M1 wires:
The bar under the picture is 20 um long.
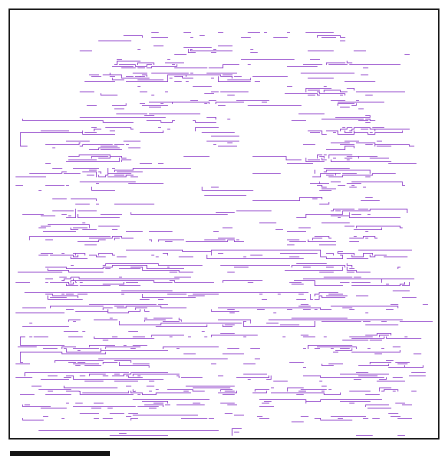
M2 wires:
The bar under the picture is 20 um long.
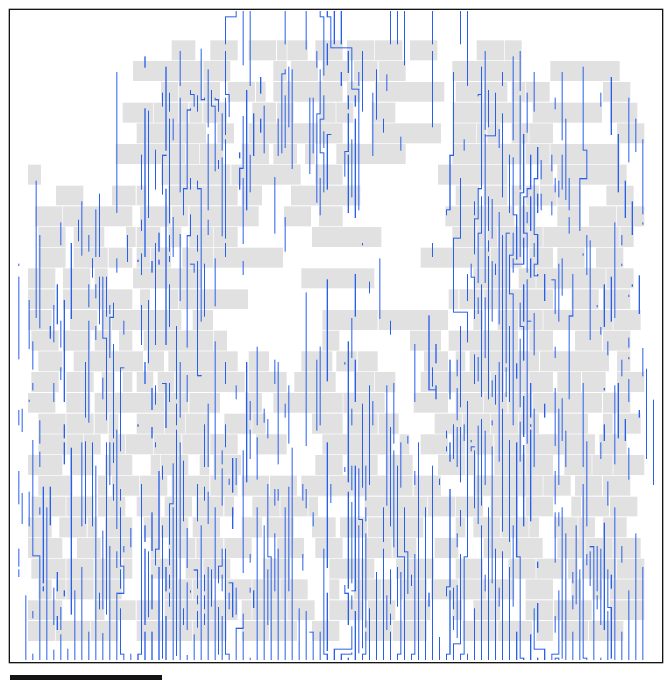
Met3 routing:
The bar under the picture is 20 um long.
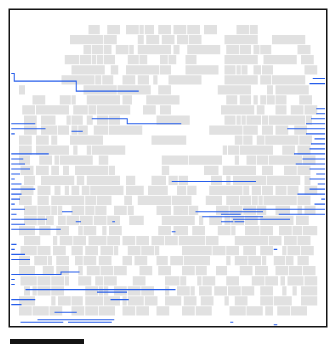
Track usage over the die:
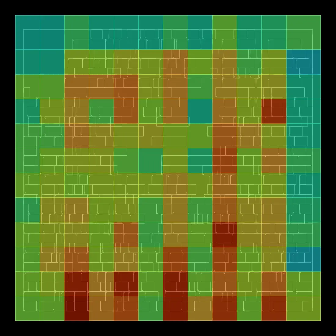
Cell density map:
9 x 9 tiles, from white (low) to dark blue (high), 0 to 100% covered.
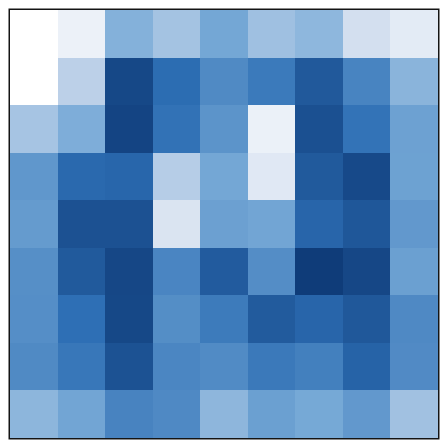
## src/rtl/ddr_rd_port_arb.sv

```systemverilog
// ddr_rd_port_arb: round-robin sharing of one DDR read engine between two read ports.
// Define RD_ARB_TIMEOUT_EN to force-release a grant after P_TIMEOUT idle cycles.

module ddr_rd_arb_lane #(
  parameter int P_CNT_WIDTH = 16
) (
  input  logic                   i_clk,
  input  logic                   i_rst_n,
  input  logic                   i_grant,
  input  logic                   i_end,
  input  logic                   i_done,
  input  logic                   i_ddr_ready,
  output logic                   o_ready,
  output logic                   o_finish,
  output logic [P_CNT_WIDTH-1:0] o_cnt
);

  assign o_ready = i_ddr_ready & i_grant;

  // i_end covers finish and forced release; only a real finish counts a session
  always_ff @(posedge i_clk or negedge i_rst_n) begin
    if (!i_rst_n) begin
      o_finish <= 1'b0;
      o_cnt    <= '0;
    end else begin
      o_finish <= i_grant & i_end;
      if (i_grant & i_done) o_cnt <= o_cnt + P_CNT_WIDTH'(1);
    end
  end

endmodule

module ddr_rd_port_arb #(
  parameter int C_M_AXI_ADDR_WIDTH = 32,
  parameter int P_DDR_LOCAL_QUEUE  = 4,
  parameter int P_CNT_WIDTH        = 16,
  parameter int P_TIMEOUT          = 1024
) (
  input  logic                          i_clk,
  input  logic                          i_rst_n,
  input  logic                          i_port0_rd_flag,
  input  logic [P_DDR_LOCAL_QUEUE-1:0]  i_port0_rd_queue,
  input  logic [C_M_AXI_ADDR_WIDTH-1:0] i_port0_rd_byte,
  input  logic                          i_port0_rd_byte_valid,
  output logic                          o_port0_rd_byte_ready,
  output logic                          o_port0_rd_queue_finish,
  output logic                          o_port0_grant,
  input  logic                          i_port1_rd_flag,
  input  logic [P_DDR_LOCAL_QUEUE-1:0]  i_port1_rd_queue,
  input  logic [C_M_AXI_ADDR_WIDTH-1:0] i_port1_rd_byte,
  input  logic                          i_port1_rd_byte_valid,
  output logic                          o_port1_rd_byte_ready,
  output logic                          o_port1_rd_queue_finish,
  output logic                          o_port1_grant,
  output logic                          o_ddr_rd_flag,
  output logic [P_DDR_LOCAL_QUEUE-1:0]  o_ddr_rd_queue,
  output logic [C_M_AXI_ADDR_WIDTH-1:0] o_ddr_rd_byte,
  output logic                          o_ddr_rd_byte_valid,
  input  logic                          i_ddr_rd_byte_ready,
  input  logic                          i_ddr_rd_queue_finish,
  output logic [P_CNT_WIDTH-1:0]        o_port0_grant_cnt,
  output logic [P_CNT_WIDTH-1:0]        o_port1_grant_cnt,
  output logic                          o_timeout
);

  localparam int NUM_PORTS = 2;
  localparam logic [1:0] S_IDLE  = 2'd0;
  localparam logic [1:0] S_GRANT = 2'd1;
  localparam logic [1:0] S_REL   = 2'd2;

  logic [1:0]                   state;
  logic                         sel, last, pick, in_grant;
  logic                         sess_done, sess_end;
  logic [P_DDR_LOCAL_QUEUE-1:0] q_lat;

  logic [NUM_PORTS-1:0]                         req, port_v, lane_gnt, lane_rdy, lane_fin;
  logic [NUM_PORTS-1:0][P_DDR_LOCAL_QUEUE-1:0]  port_q;
  logic [NUM_PORTS-1:0][C_M_AXI_ADDR_WIDTH-1:0] port_b;
  logic [NUM_PORTS-1:0][P_CNT_WIDTH-1:0]        lane_cnt;

  assign req    = {i_port1_rd_flag, i_port0_rd_flag};
  assign port_v = {i_port1_rd_byte_valid, i_port0_rd_byte_valid};
  assign port_q = {i_port1_rd_queue, i_port0_rd_queue};
  assign port_b = {i_port1_rd_byte, i_port0_rd_byte};

  assign in_grant  = (state == S_GRANT);
  // on contention favour the port that did not own the previous session
  assign pick      = (&req) ? ~last : req[1];
  assign sess_done = in_grant & i_ddr_rd_queue_finish;

`ifdef RD_ARB_TIMEOUT_EN
  localparam int TMO_W = $clog2(P_TIMEOUT + 1);
  logic [TMO_W-1:0] tmo_cnt;
  logic             hs, tmo_hit;

  assign hs      = in_grant & port_v[sel] & i_ddr_rd_byte_ready;
  assign tmo_hit = in_grant & ~i_ddr_rd_queue_finish & ~hs & (tmo_cnt == TMO_W'(P_TIMEOUT - 1));

  always_ff @(posedge i_clk or negedge i_rst_n) begin
    if (!i_rst_n) begin
      tmo_cnt   <= '0;
      o_timeout <= 1'b0;
    end else begin
      o_timeout <= tmo_hit;
      if (!in_grant || hs) tmo_cnt <= '0;
      else                 tmo_cnt <= tmo_cnt + TMO_W'(1);
    end
  end

  assign sess_end = sess_done | tmo_hit;
`else
  assign o_timeout = 1'b0;
  assign sess_end  = sess_done;
`endif

  // RELEASE is the bubble after a session; it may arbitrate so the next grant
  // lands two cycles after the finish cycle
  always_ff @(posedge i_clk or negedge i_rst_n) begin
    if (!i_rst_n) begin
      state <= S_IDLE;
      sel   <= 1'b0;
      last  <= 1'b1;
      q_lat <= '0;
    end else begin
      case (state)
        S_GRANT: if (sess_end) begin
          state <= S_REL;
          last  <= sel;
        end
        S_IDLE, S_REL: if (|req) begin
          state <= S_GRANT;
          sel   <= pick;
          q_lat <= port_q[pick];
        end else begin
          state <= S_IDLE;
        end
        default: state <= S_IDLE;
      endcase
    end
  end

  for (genvar g = 0; g < NUM_PORTS; g++) begin : g_lane
    assign lane_gnt[g] = in_grant & (sel == 1'(g));
    ddr_rd_arb_lane #(.P_CNT_WIDTH(P_CNT_WIDTH)) u_lane (
      .i_clk       (i_clk),
      .i_rst_n     (i_rst_n),
      .i_grant     (lane_gnt[g]),
      .i_end       (sess_end),
      .i_done      (sess_done),
      .i_ddr_ready (i_ddr_rd_byte_ready),
      .o_ready     (lane_rdy[g]),
      .o_finish    (lane_fin[g]),
      .o_cnt       (lane_cnt[g])
    );
  end

  assign o_ddr_rd_flag       = in_grant;
  assign o_ddr_rd_queue      = in_grant ? q_lat : '0;
  assign o_ddr_rd_byte       = in_grant ? port_b[sel] : '0;
  assign o_ddr_rd_byte_valid = in_grant & port_v[sel];

  assign o_port0_grant           = lane_gnt[0];
  assign o_port1_grant           = lane_gnt[1];
  assign o_port0_rd_byte_ready   = lane_rdy[0];
  assign o_port1_rd_byte_ready   = lane_rdy[1];
  assign o_port0_rd_queue_finish = lane_fin[0];
  assign o_port1_rd_queue_finish = lane_fin[1];
  assign o_port0_grant_cnt       = lane_cnt[0];
  assign o_port1_grant_cnt       = lane_cnt[1];

endmodule

```

## config.mk

```make
export PLATFORM = sky130hd
export DESIGN_NAME = ddr_rd_port_arb
export DESIGN_NICKNAME = d
export VERILOG_FILES = /design/src/rtl/ddr_rd_port_arb.sv
export SDC_FILE = /design/constraint.sdc
export NUM_CORES = 1
export LEC_CHECK = 0
export CORE_MARGIN = 2
export CORE_UTILIZATION = 36
export CTS_BUF_LIST = sky130_fd_sc_hd__clkbuf_16
export DETAILED_ROUTE_END_ITERATION = 12
export GPL_TIMING_DRIVEN = 0
export PLACE_DENSITY = 0.88
export SKIP_LAST_GASP = 1
export SYNTH_ARGS = -nofsm -noshare
export SYNTH_HDL_FRONTEND = slang
export SYNTH_HIERARCHICAL = 1
export SYNTH_SLANG_ARGS = --single-unit
```

## constraint.sdc

```tcl
create_clock -name i_clk -period 2.1 [get_ports i_clk]
set_clock_uncertainty 0.05 [all_clocks]
set_input_delay 0.525 -clock i_clk [delete_from_list [all_inputs] [get_ports i_clk]]
set_output_delay 0.525 -clock i_clk [all_outputs]
set_load 0.005 [all_outputs]
```

==> flow_metrics.rpt <==
==== FLOW RESULTS ====
----------------------------------------------------
[GRT]
  Number of antenna violations at the first check in global routing ........................ 0
  Total overflow reported by the global router ........................ 0
  Number of global-route vias before repair ........................ 2394
  Global-route wire length before repair ........................ 11.8 mm
  Largest net degree at the start of global routing ........................ 26

[Cells and area]
  Leading cell types in the layout, fill and taps excluded ........................ sky130_fd_sc_hd__clkdlybuf4s50_1 (112), sky130_fd_sc_hd__dfrtp_1 (41), sky130_fd_sc_hd__nor2_1 (34), sky130_fd_sc_hd__mux2i_1 (33), sky130_fd_sc_hd__xnor2_1 (28)
  Non-filler cells, final ........................ 488
  Area growth from synthesis to layout ........................ 87.7%
  # diodes ........................ 0
  Proportion of layout cells with a drive suffix above 1 ........................ 0.180
  Layout filler cell count ........................ 493
  Commonest Layout Cell ........................ sky130_fd_sc_hd__clkdlybuf4s50_1
  Layout net count ........................ 492

[Final timing]
  Fin crit period ........................ 2120 ps
  Number of pins exceeding their max-slew limit in the final report ........................ 0
  Final setup vio count ........................ 2
  Setup repair after global routing missed its margin ........................ yes
  Share of the cycle needed by the critical path after routing ........................ 1.01
  Highest clock rate ........................ 472 MHz
  Worst hold margin ........................ 148 ps
  Worst setup slack after layout ........................ -17.8 ps
  Number of hold violations in the final report ........................ 0

[Clock tree]
  H-Tree Depth ........................ 2
  Cell at the root of the clock tree ........................ sky130_fd_sc_hd__clkbuf_16
  Number of clock sinks ........................ 42
  TritonCTS clock tree ........................ yes
  Longest Clk Path Bufs ........................ 2
  Number of buffers created by CTS ........................ 5
  Clock slew seen by the registers of the worst setup and hold paths ........................ 60 ps
  Clock latency on the worst-skew pair ........................ 270 ps

[Critical path]
  Critical path capture point type ........................ primary output
  CP endpoint ........................ o_ddr_rd_byte[26]
  Crit path launch ........................ sel
  Number of buffers and inverters on the critical path ........................ 4
  Cell family with most CP delay ........................ buffers and inverters
  Register-to-register setup slack ........................ -10 ps
  Max FO, Critical Path ........................ 5
  Instance count on the critical path ........................ 6
  Slowest-stage cell, CP ........................ sky130_fd_sc_hd__dfrtp_1
  Worst path cell trace ........................ buf_6 > buf_4 > clkbuf_16 > mux2i_1 > nor2_1 > dlygate4sd2_1
  Startpoint class of the critical path ........................ flip-flop
  Kind of critical path ........................ reg -> out
  Endpoint required time on the critical path ........................ 1520 ps
  Origin of the critical flop-to-flop path ........................ sel
  Longest individual stage delay on the worst path ........................ 370 ps
  Worst r2r path cells ........................ 12
  Arrival time at the worst endpoint ........................ 1540 ps
  Reg2Reg Capture Point ........................ g_lane[1].u_lane/o_cnt[11]

[Synthesis]
  Floorplan net count ........................ 316
  Yosys synthesis chip area ........................ 2390 um^2
  Number of synthesized register bits ........................ 42
  Yosys stat cell total ........................ 234
  Number of unique standard cell types used by synthesis ........................ 31
  Synthesized cell area ........................ 2390 um^2
  Top cells, area ........................ sky130_fd_sc_hd__dfrtp_1 (43%), sky130_fd_sc_hd__mux2i_1 (15%), sky130_fd_sc_hd__xnor2_1 (10%), sky130_fd_sc_hd__nor2_1 (6.7%), sky130_fd_sc_hd__nand3_1 (2.9%)
  Instance tally after logic synthesis ........................ 234
  Portion of the post-synthesis area used by sequential elements ........................ 0.440
  Mean instance size in the synthesized netlist ........................ 10.2 um^2
  Yosys top cell by area ........................ sky130_fd_sc_hd__dfrtp_1
  Synth warnings ........................ 6
  Fraction of synthesized cell area taken by the top area cell type ........................ 0.429

[Placed design]
  Post-Place Cells ........................ 467
  Routability Congestion ........................ 0.825
  Number of port buffers ........................ 155
  DP Worst Slack ........................ -553 ps
  Estimated wirelength of the detail-placed design ........................ 5.78 mm

[Job]
  Max-cap violations ........................ 0
  Tool Warnings ........................ 28

[Status]
  Failing checks ........................ negative setup slack
  Run status ........................ finished with violations

[Power and ir drop]
  Highest ir drop seen on vdd ........................ 0.000619 V
  Power density relative to cell area ........................ 948 nW/um^2
  Standby leakage power ........................ 0.00220 uW

[Detailed routing]
  DRT iter0 DRCs ........................ 51
  Total iterations of the first detailed-routing run ........................ 4
  Remaining routing DRC violations ........................ 0
  Post-route antenna net violation count ........................ 0
  Post-DR vias/cell ........................ 4.89

[Worst hold path]
  Class of the tightest hold or removal check ........................ in -> async

[Floorplan]
  Chip Width ........................ 85.5 um
  # rows ........................ 29
  Die extent in y ........................ 85.5 um
  Area of the die ........................ 7320 um^2
  Number of placed I/O pins ........................ 157

----------------------------------------------------
-- 'M1 wires' (at the start) --
nets with wire on the layer: 427
wire length on this layer: 3200 um
share of all routed wire: 40%
longest straight run: 56.6 um

-- 'M2 wires' (at the start) --
wire length on this layer: 4120 um
share of all routed wire: 52%
nets with wire on the layer: 427
longest straight run: 29.6 um
detailed-route via count: 2387
final wirelength: 7.97 mm
global-route track usage on met2: 0.357

-- 'met3 routing' (at the start) --
longest straight run: 40.2 um
nets with wire on the layer: 69
wire length on this layer: 506 um
M3 GR Usage: 0.0472

-- 'track usage over the die' (at the start) --
final routed wire length divided by cell count: 16.3 um
total global routing track utilization: 0.203
GR peak layer: met2
Final Util: 0.704

-- 'cell density map' (at the start) --
nearly empty tiles: 2.5%
mean over tiles: 60%
emptiest ninth of the die: top left
placeable core area: 6390 um^2
floorplan core density: 0.375

## stage by stage
stage | cell area, um^2 | setup TNS [ps] | total power, uW
final | 4490 | -24.0 | 4260
after global routing | 4490 | -565 | 4510
after floorplan | 2390 | 0 | 2070
after global placement | 4040 | -33470 | 3140
after CTS | 4330 | -3540 | 4070
after detailed placement | 4060 | -9300 | 3180
## cell families after synthesis
family / Yosys count / share of synthesized area
compound gates: 8 / 0.0225
xor+xnor: 30 / 0.110
fa+ha+maj: 2 / 0.0105
buf+inv: 12 / 0.0319
flops: 42 / 0.440
mux: 40 / 0.170
other cells: 1 / 0.00157
simple gates: 99 / 0.214
## final cells by class
cell class | count | area [um^2] | share of cell area
plain buffers | 9 | 123 | 0.0273
repair buffers | 170 | 1720 | 0.383
clock buffers | 5 | 125 | 0.0278
multi-input cells | 180 | 1350 | 0.300
flip-flops and latches | 42 | 1050 | 0.234
inverters | 2 | 12.5 | 0.00278
clock inverters | 3 | 12.5 | 0.00278
well taps | 77 | 96.3 | 0.0214
## cell usage after synthesis
cell / number
sky130_fd_sc_hd__clkbuf_1: 2
sky130_fd_sc_hd__conb_1: 1
sky130_fd_sc_hd__o21ai_0: 1
sky130_fd_sc_hd__inv_1: 1
sky130_fd_sc_hd__xor2_1: 2
sky130_fd_sc_hd__nand2_1: 8
sky130_fd_sc_hd__dfrtp_1: 41
sky130_fd_sc_hd__ha_1: 2
sky130_fd_sc_hd__a21oi_1: 4
sky130_fd_sc_hd__xnor2_1: 28
sky130_fd_sc_hd__and4_1: 2
sky130_fd_sc_hd__mux2_4: 1
sky130_fd_sc_hd__nand3_1: 14
sky130_fd_sc_hd__and2_2: 4
sky130_fd_sc_hd__nor2_1: 43
sky130_fd_sc_hd__and2_1: 7
sky130_fd_sc_hd__inv_4: 1
sky130_fd_sc_hd__o21ba_2: 1
sky130_fd_sc_hd__dfstp_2: 1
sky130_fd_sc_hd__and4_4: 4
sky130_fd_sc_hd__mux2i_1: 37
sky130_fd_sc_hd__nand4_1: 10
sky130_fd_sc_hd__and3_2: 4
sky130_fd_sc_hd__buf_6: 1
sky130_fd_sc_hd__buf_2: 2
sky130_fd_sc_hd__o21bai_1: 1
sky130_fd_sc_hd__buf_4: 5
sky130_fd_sc_hd__a21boi_2: 1
sky130_fd_sc_hd__nand2b_1: 2
sky130_fd_sc_hd__mux2_2: 2
sky130_fd_sc_hd__and2_4: 1
## repair_timing
item / CTS / global route
hold buffers: 0 / 0
setup endpoints to repair: 62 / 44
resized: 54 / 49
pin swaps: 3 / 3
setup buffers: 5 / 7
gates cloned: 0 / 2
endpoints found under the hold margin: 0 / 0
## report_power, final
part | switching, uW | internal [uW]
sequential | 139 | 954
clock | 280 | 429
combinational | 1010 | 1450
total | 1430 | 2830
## metal layers
layer  GRT usage  up-vias  wire, um
met2       0.357       90      4120
met4      0.0505        0       144
met1       0.253     1137      3200
li1            -     1148         -
met3      0.0472       12       505
met5           0        -         0
## state kept, by name, summed over array words and instances (netlist names)
name,count
g_lane.u_lane/o_cnt,32
last,1
state,2
q_lat,4
sel,1
g_lane.u_lane/o_finish,2
Power figures rest on the tool's default switching activity, not on a simulated workload.
